==> config.mk <==
export PLATFORM = sky130hd
export DESIGN_NAME = tt_loop_filter
export DESIGN_NICKNAME = d
export VERILOG_FILES = /design/src/rtl/tt_lf_pkg.sv /design/src/rtl/tt_lf_sat_add.sv /design/src/rtl/tt_loop_filter.sv
export SDC_FILE = /design/constraint.sdc
export NUM_CORES = 1
export LEC_CHECK = 0
export CAP_MARGIN = 20
export CORE_ASPECT_RATIO = 0.8
export CORE_MARGIN = 4
export CORE_UTILIZATION = 45
export CTS_BUF_LIST = sky130_fd_sc_hd__clkbuf_2
export CTS_CLUSTER_SIZE = 12
export DETAILED_ROUTE_END_ITERATION = 8
export GPL_ROUTABILITY_DRIVEN = 0
export PLACE_DENSITY = 0.63
export SLEW_MARGIN = 5
export SYNTH_ARGS = -nofsm -noshare
export SYNTH_HDL_FRONTEND = slang
export SYNTH_SLANG_ARGS = --single-unit
==> constraint.sdc <==
create_clock -name i_clk_gen -period 13.3 [get_ports i_clk_gen]
set_clock_uncertainty 0.15 [all_clocks]
set_input_delay 2.66 -clock i_clk_gen [delete_from_list [all_inputs] [get_ports i_clk_gen]]
set_output_delay 2.66 -clock i_clk_gen [all_outputs]
set_load 0.02 [all_outputs]
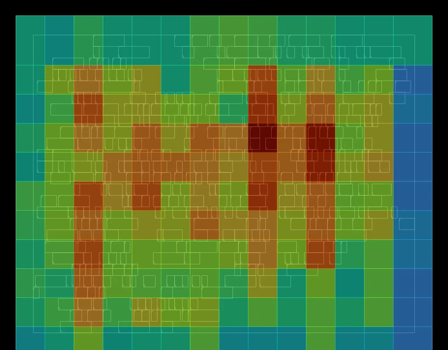
(run_1/final_congestion.png)
met2 GRT Util: 29.0%
GR Util met1: 27.0%
post-layout util: 49.7%

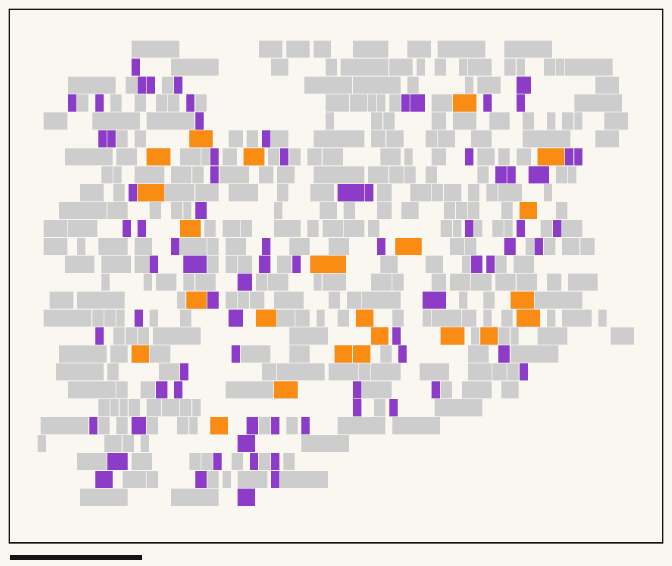
(run_1/gate_families.png)
Bar = 20 um.
legend:
  purple:
    family: NOR gates
    cells: 77
    where: widely spread
  orange:
    family: AND-OR and OR-AND gates
    cells: 23
Final Non-Filler Cells: 488
Top cell excl fill/tap: nor2_1
Comb area share: 67.3%

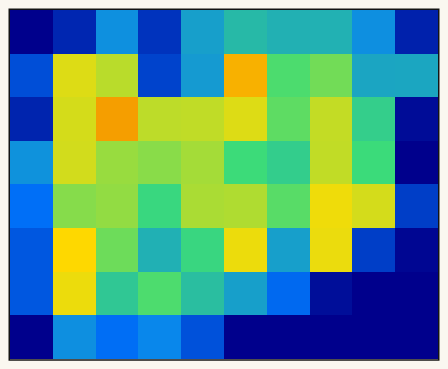
(run_1/density.png)
The die is cut into 10 by 8 equal tiles; dark blue is low, red is high, 0 to 100% covered.
emptiest ninth of the die: bottom right
fullest tile: 82%
mean over tiles: 39%
nearly empty tiles: 14%
densest ninth of the die: middle
CORE AREA: 6410 sq um
fp_density: 46.5%

==> results.txt, run 1 <==
fresh numbers from the pnr run: status=finished clean, Yosys Instances=399, crit path kind=in -> reg, area share of and/or/nand/nor cells after synthesis=24.3%, Setup TNS=0 ns, top cells by count=54 x nor2_1, 51 x a21oi_1, 33 x dfxtp_1, mux share=1.34%, Ports=18, synth warn=0, Setup-failing EPs final=0, Clock-cell share=1.18%, First DRT Iteration DRCs=179, Inst Count DP=480, Synth Instances=399, clock share of power=19.6%, die width=99.0 um, most frequent cell after synthesis=nor2_1, tap cells=84, gr busiest metal=met2, Synth async-reset ratio=0%, Layout non-clock buf frac=5.73%, wire length on met3=390 um, max incr delay on CP=0.64 ns, post-synthesis adder-cell area fraction=7.56%, yosys stat area=2980 sq um, Worst Setup End Kind=register, clk ins delay skew pair=0.37 ns
==> run_1/metal_stack.png <==
Bar = 20 um.
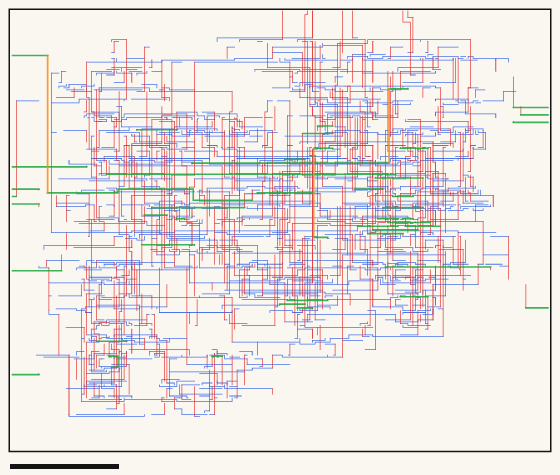

## Run 2: what changed since run 1
==> constraint.sdc (replaced) <==
create_clock -name i_clk_gen -period 7.92 [get_ports i_clk_gen]
set_clock_uncertainty 0.15 [all_clocks]
set_input_delay 1.584 -clock i_clk_gen [delete_from_list [all_inputs] [get_ports i_clk_gen]]
set_output_delay 1.584 -clock i_clk_gen [all_outputs]
set_load 0.02 [all_outputs]
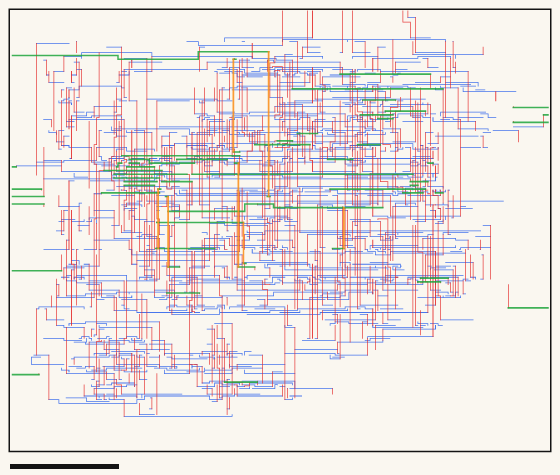
(run_2/metal_stack.png)
Bar = 20 um.
legend:
  blue:
    layer: met1
    wire_length: 3,860 um
  orange:
    layer: met4
    wire_length: 101 um
  green:
    layer: met3
    wire_length: 472 um
  red:
    layer: met2
    wire_length: 3,290 um
overall routing resource usage: 19.8%
total number of vias: 2,912

==> results.txt, run 2 <==
fresh numbers from the pnr run: status=finished clean, Layout non-clock buf frac=6.84% (+1.1 points), Comb area share=66.7% (-0.63 points), post-synthesis adder-cell area fraction=7.56% (unchanged), synth warn=0 (unchanged), Setup TNS=0 ns (unchanged), wire length on met3=471 um (+21%), most frequent cell after synthesis=nor2_1, clock share of power=19.2% (-0.4 points), Clock-cell share=0.933% (-0.24 points), tap cells=84 (unchanged), fp_density=46.5% (unchanged), First DRT Iteration DRCs=184 (+2.8%), mux share=1.34% (unchanged), GR Util met1=28.5% (+1.4 points), Yosys Instances=399 (unchanged), area share of and/or/nand/nor cells after synthesis=24.3% (unchanged), clk ins delay skew pair=0.38 ns (about the same), met2 GRT Util=30.6% (+1.6 points), Final Non-Filler Cells=491 (+0.61%), CORE AREA=6410 sq um (unchanged), Top cell excl fill/tap=nor2_1
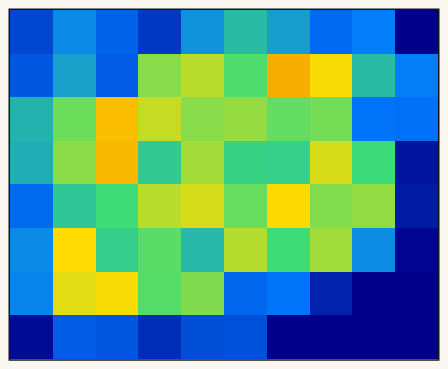
(run_2/density.png)
The die is cut into 10 by 8 equal tiles; dark blue is low, red is high, 0 to 100% covered.
mean over tiles: 39%
nearly empty tiles: 10%
densest ninth of the die: middle
emptiest ninth of the die: bottom right
tiles over 75% full: 5.0%
post-layout util: 50.2%

Power figures rest on the tool's default switching activity, not on a simulated workload.
